`src/rtl/shift_reg_pkg.sv`:
```
// Shared definitions for the universal shift register: mode encodings and
// the shift classification used by both the datapath and the frame counter.
// Optional feature macro: SHIFT_REG_ASR_EN (mode 111 becomes arithmetic shift right).
package shift_reg_pkg;

    localparam logic [2:0] MODE_HOLD = 3'b000;
    localparam logic [2:0] MODE_SHL  = 3'b001;
    localparam logic [2:0] MODE_SHR  = 3'b010;
    localparam logic [2:0] MODE_ROL  = 3'b011;
    localparam logic [2:0] MODE_ROR  = 3'b100;
    localparam logic [2:0] MODE_LOAD = 3'b101;
    localparam logic [2:0] MODE_CLR  = 3'b110;
    localparam logic [2:0] MODE_ASR  = 3'b111;

    // True for every mode that moves bits and therefore advances the frame count
    function automatic logic is_shift(input logic [2:0] mode);
        logic res;
        res = 1'b0;
        case (mode)
            MODE_SHL, MODE_SHR, MODE_ROL, MODE_ROR: res = 1'b1;
`ifdef SHIFT_REG_ASR_EN
            MODE_ASR:                               res = 1'b1;
`endif
            default:                                res = 1'b0;
        endcase
        return res;
    endfunction

endpackage

```
`src/rtl/shift_frame_cnt.sv`:
```
// Shift counter for the universal shift register. Counts shifts modulo WIDTH
// and emits a one-cycle registered pulse when a full frame has been shifted.
module shift_frame_cnt #(
    parameter  int WIDTH = 4,
    localparam int CW    = $clog2(WIDTH)
) (
    input  logic          clk,
    input  logic          clr,
    input  logic          inc,
    input  logic          zero,
    output logic [CW-1:0] cnt,
    output logic          frame_done
);

    localparam logic [CW-1:0] CNT_LAST = CW'(WIDTH - 1);

    // Count shifts, wrap at WIDTH, and flag the wrap for exactly one cycle
    always_ff @(posedge clk) begin
        if (!clr) begin
            cnt        <= '0;
            frame_done <= 1'b0;
        end else if (zero) begin
            cnt        <= '0;
            frame_done <= 1'b0;
        end else if (inc) begin
            if (cnt == CNT_LAST) begin
                cnt        <= '0;
                frame_done <= 1'b1;
            end else begin
                cnt        <= cnt + CW'(1);
                frame_done <= 1'b0;
            end
        end else begin
            frame_done <= 1'b0;
        end
    end

endmodule

```
`src/rtl/shift_reg_univ.sv`:
```
// Parametrised universal shift register: hold, logical shifts, rotates,
// parallel load and synchronous clear, with a frame counter that pulses
// frame_done after every WIDTH shifts.
// Optional feature macro: SHIFT_REG_ASR_EN (mode 111 = arithmetic shift right;
// otherwise mode 111 holds and does not count).
module shift_reg_univ
    import shift_reg_pkg::*;
#(
    parameter  int WIDTH = 4,
    localparam int CW    = $clog2(WIDTH)
) (
    input  logic             clk,
    input  logic             clr,
    input  logic             en,
    input  logic [2:0]       mode,
    input  logic             sin_l,
    input  logic             sin_r,
    input  logic [WIDTH-1:0] pdin,
    output logic [WIDTH-1:0] Q,
    output logic             sout_l,
    output logic             sout_r,
    output logic [CW-1:0]    cnt,
    output logic             frame_done
);

    logic cnt_inc;
    logic cnt_zero;

    // Counter controls: only enabled shifts advance, load/clear restart the frame
    always_comb begin
        cnt_inc  = en && is_shift(mode);
        cnt_zero = en && ((mode == MODE_LOAD) || (mode == MODE_CLR));
    end

    // Register update; clr dominates, en=0 freezes the contents
    always_ff @(posedge clk) begin
        if (!clr) begin
            Q <= '0;
        end else if (en) begin
            case (mode)
                MODE_SHL:  Q <= {Q[WIDTH-2:0], sin_r};
                MODE_SHR:  Q <= {sin_l, Q[WIDTH-1:1]};
                MODE_ROL:  Q <= {Q[WIDTH-2:0], Q[WIDTH-1]};
                MODE_ROR:  Q <= {Q[0], Q[WIDTH-1:1]};
                MODE_LOAD: Q <= pdin;
                MODE_CLR:  Q <= '0;
`ifdef SHIFT_REG_ASR_EN
                MODE_ASR:  Q <= {Q[WIDTH-1], Q[WIDTH-1:1]};
`endif
                default:   Q <= Q;
            endcase
        end
    end

    // Serial outputs taken straight from the register ends
    always_comb begin
        sout_l = Q[WIDTH-1];
        sout_r = Q[0];
    end

    shift_frame_cnt #(
        .WIDTH(WIDTH)
    ) u_frame_cnt (
        .clk       (clk),
        .clr       (clr),
        .inc       (cnt_inc),
        .zero      (cnt_zero),
        .cnt       (cnt),
        .frame_done(frame_done)
    );

endmodule
```
`config.mk`:
```
export PLATFORM = sky130hd
export DESIGN_NAME = shift_reg_univ
export DESIGN_NICKNAME = d
export VERILOG_FILES = /design/src/rtl/shift_reg_pkg.sv /design/src/rtl/shift_frame_cnt.sv /design/src/rtl/shift_reg_univ.sv
export SDC_FILE = /design/constraint.sdc
export NUM_CORES = 1
export LEC_CHECK = 0
export CAP_MARGIN = 20
export CELL_PAD_IN_SITES_DETAIL_PLACEMENT = 0
export CELL_PAD_IN_SITES_GLOBAL_PLACEMENT = 1
export CORE_MARGIN = 2
export CORE_UTILIZATION = 26
export CTS_BUF_LIST = sky130_fd_sc_hd__clkbuf_2 sky130_fd_sc_hd__clkbuf_4 sky130_fd_sc_hd__clkbuf_8
export DETAILED_ROUTE_END_ITERATION = 16
export GPL_ROUTABILITY_DRIVEN = 0
export PLACE_DENSITY = 0.84
export SYNTH_ARGS = -nofsm -noshare
export SYNTH_HDL_FRONTEND = slang
export SYNTH_SLANG_ARGS = --single-unit
```
`constraint.sdc`:
```
create_clock -name clk -period 1.3 [get_ports clk]
set_input_delay 0.26 -clock clk [delete_from_list [all_inputs] [get_ports clk]]
set_output_delay 0.26 -clock clk [all_outputs]
set_load 0.01 [all_outputs]
```
metal_stack.png
Scale: 8 px per um. Two of the layers only.
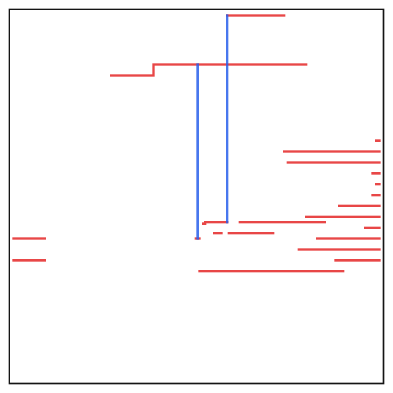
- blue: met4 (wire length 47.6 um)
- red: met3 (wire length 144 um)

registers.png
Scale: 12 px per um. Other sequential cells in the stronger gray, the rest of the logic in the fainter gray.
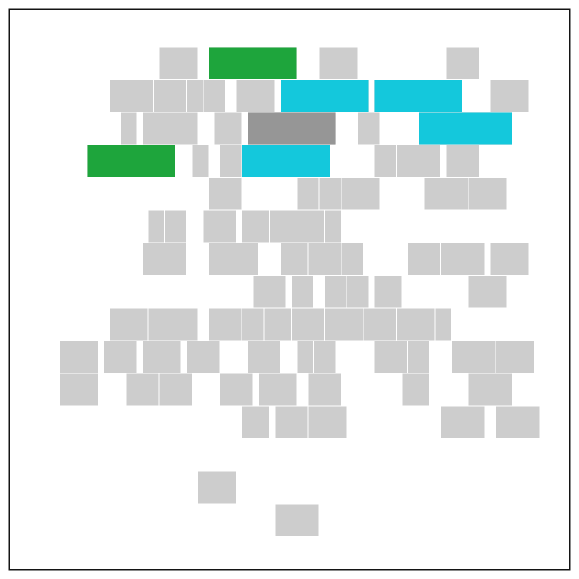
- green: u_frame_cnt.cnt (flops 2)
- cyan: Q (flops 4)
- not colored: 1

final_placement.png
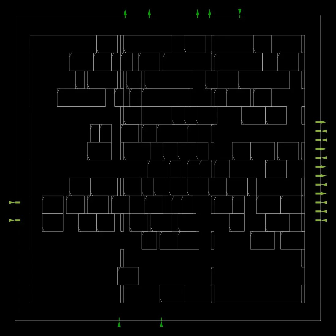
final non-filler cell total: 112
Finished Core Util: 45.0%

port_nets.png
Scale: 10 px per um.
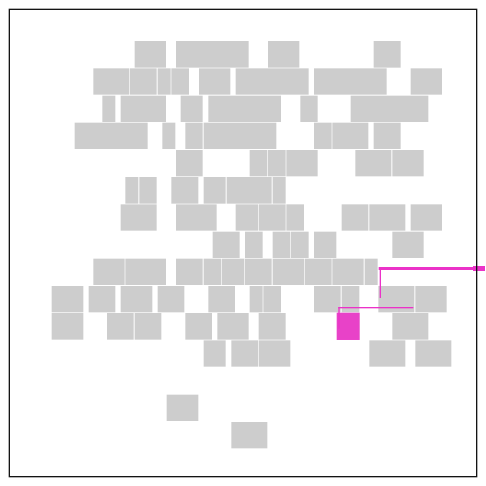
- magenta: sin_l (bits 1; direction input; edge right; end cells 1; buffers 1; wire 21.5 um)

wire_density.png
Scale: 8 px per um. The die is cut into 9 by 9 equal tiles; dark blue is low, red is high, scaled to the fullest tile. Values are wire area over tile area, all layers added.
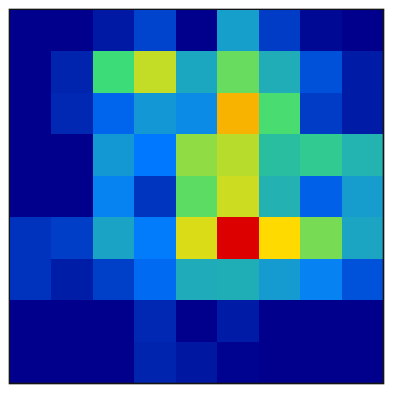
- nearly empty tiles: 31%
- densest ninth of the die: middle
- tiles over half the peak: 15%
- mean over tiles: 0.10
- fullest tile: 0.46
- emptiest ninth of the die: bottom left

==> results.toml <==
# flow metrics
[cells_and_area]
seq_area_share_pct = 18.4
mostFrequentLayoutCell = "dlygate4sd2_1"
largest_class = "combinational gates"
design_area_sq_um = 768
drive_gt1_share_pct = 25.3
clkbuf_count = 4
largest_reg_flops = 4
mi_logic_area_sq_um = 290
clockNetworkAreaShare_pct = 3.91
fillers = 177
num-nonclk-buffers = 31
top_register = "Q"
finalNetCount = 101
sh_comb_area_pct = 37.8
lay_top_cells = "12 x dlygate4sd2_1, 11 x buf_4, 8 x clkdlybuf4s50_1, 6 x dfxtp_1, 5 x o21ai_0"
regArea_sq_um = 141
layout.nonclk_buf_share_pct = 34.9
comb_cells = 43
seq_cells = 7
area_growth_pct = 62.9

[die]
fp_util_pct = 27.6
taps = 25
std_cell_rows = 15
die_w_um = 46.6
die_h_um = 46.6
fp.dieArea_sq_um = 2170
pin_count = 21
core_sq_um = 1710

[synth]
top_cell = "dfxtp_1"
async_reset_ff_share_pct = 0
netlist_area_sq_um = 472
ys.flops = 7
yosys-top-cells-count = "7 x dfxtp_1, 5 x o21ai_0, 4 x a21oi_1, 4 x nand2_1"
edf_count = 0
yosys_area_sq_um = 472
yosys.area.top_type_share_pct = 29.7
synthTopCellsByArea = "dfxtp_1 30%, o221ai_1 5.6%, o21ai_0 5.3%"
synth_area_leader_cell = "dfxtp_1"
ys_cells = 57
yosysUniqueCellTypes = 30
synthCells = 57
syn_nets = 70
yosys_warnings = 0
synth_seq_share_pct = 29.7
avgSynthCellArea_sq_um = 8.28

[min_path]
hold_class = "register to register"
hp-start = "u_frame_cnt.cnt[0]"
hold_depth = 2
whs_endpoint = "u_frame_cnt.cnt[0]"

[detailed_routing]
wl_mm = 1.29
wl_met3_um = 144
viasPerCell = 4.63
first_pass_iters = 4
wl_met2_um = 544
drc = 0
wl_met1_um = 553
ant_nets = 0
wire_per_inst_um = 11.5
drtIter0Drc = 10
num_vias = 519
top_layer = "met4"

[sta]
setup_tns_ns = 0
setup_violations = 0
fin_skew_ns = 0.00143
final.min_clock_period_ns = 1.20
slew_violations = 0
fin_ws_ns = 0.0968
fin_crit_sh_pct = 92.6
rsz0062_at_grt = "false"
whs_ns = 0.487
fmax_mhz = 831
worst_pin_slew_ns = 0.240
finalHoldViolations = 0

[place]
pre_cts_ws_ns = -0.406
dp_hpwl_um = 982
dpl_cell_area_sq_um = 749
io_buffers = 20
place_inst = 108

[critical_path]
r2r_cells = 3
rr_startpoint = "u_frame_cnt.cnt[0]"
crit_path_end_kind = "output port"
reg2reg_setup_slack_ns = 0.24
worstPathRequired_ns = 1.04
slowest_delay_ns = 0.39
startpoint_type = "register"
cp_cell_sequence = "dlygate4sd2_1"
path_max_fanout = 5
timing.critical_path.to = "Q[0]"
cp-startpoint = "Q[0]"
crit_family = "flip-flops"
criticalPathCategory = "register to output port"
slowest_stage = "dfxtp_1"
worst-path-buf-inv = 1
critical_path_cell_count = 1
arrival_ns = 0.94

[global_route]
grt.busiest_layer = "met2"
gr-total-overflow = 0
grt_pass1_vias = 462
use_met1_pct = 15.8
grt_use_met3_pct = 6.27
grt_usage_pct = 13.9
grt_start_max_net_pins = 10
met2_usage_pct = 20.3
antenna_found_initial = 0

[pwr]
pwr_density_cell_nw_per_um2 = 854
p_seq_share_pct = 36.7
power.total_uw = 656
power.switching_uw = 183
p_int_uw = 473
swShare_pct = 28.0
clock_power_share_pct = 34.9
ir_drop_uv = 489
pwr-share-comb_pct = 28.4

[clocking]
tritoncts = "done"
cts_setup_buffers = 0
root_buffer = "clkbuf_4"
post_cts_resized = 13
insertion_delay_ns = 0.26
clockBufferDepth = 2
clock-sinks = 7
cts-htree-levels = 1
cts_buffers = 3
holdBufCountCts = 0
clk_transition_reported_paths_ns = 0.05

[flow_run]
warning_count = 26
max-cap-violations = 0

[status]
status = "complete, no violations"
## power groups by stage
stage          Sequential [mW]  Clock, mW  Combinational (mW)
2_1_floorplan            0.249          0              0.0897
3_3_place_gp             0.246          0               0.200
3_5_place_dp             0.246          0               0.201
4_1_cts                  0.241      0.236               0.187
5_1_grt                  0.243      0.255               0.205
6_report                 0.241      0.229               0.186
## worst min-delay path, delay by kind of cell, from the launching register on
family	cells	cell delay [ns]
compound gates	1	0.05
flops	1	0.33
simple gates	1	0.06
## cell families (layout without fill, tap and decap cells)
kind of cell / Yosys count / count (layout) / synth area share (%)
compound gates: 24 / 24 / 33.7
xor+xnor: 1 / 1 / 1.86
fa+ha+maj: 1 / 1 / 2.65
buf+inv: 7 / 37 / 9.28
flops: 7 / 7 / 29.7
mux: 1 / 1 / 2.12
simple gates: 16 / 16 / 20.7
No activity file was given, so power comes from the tool's default toggle rates.
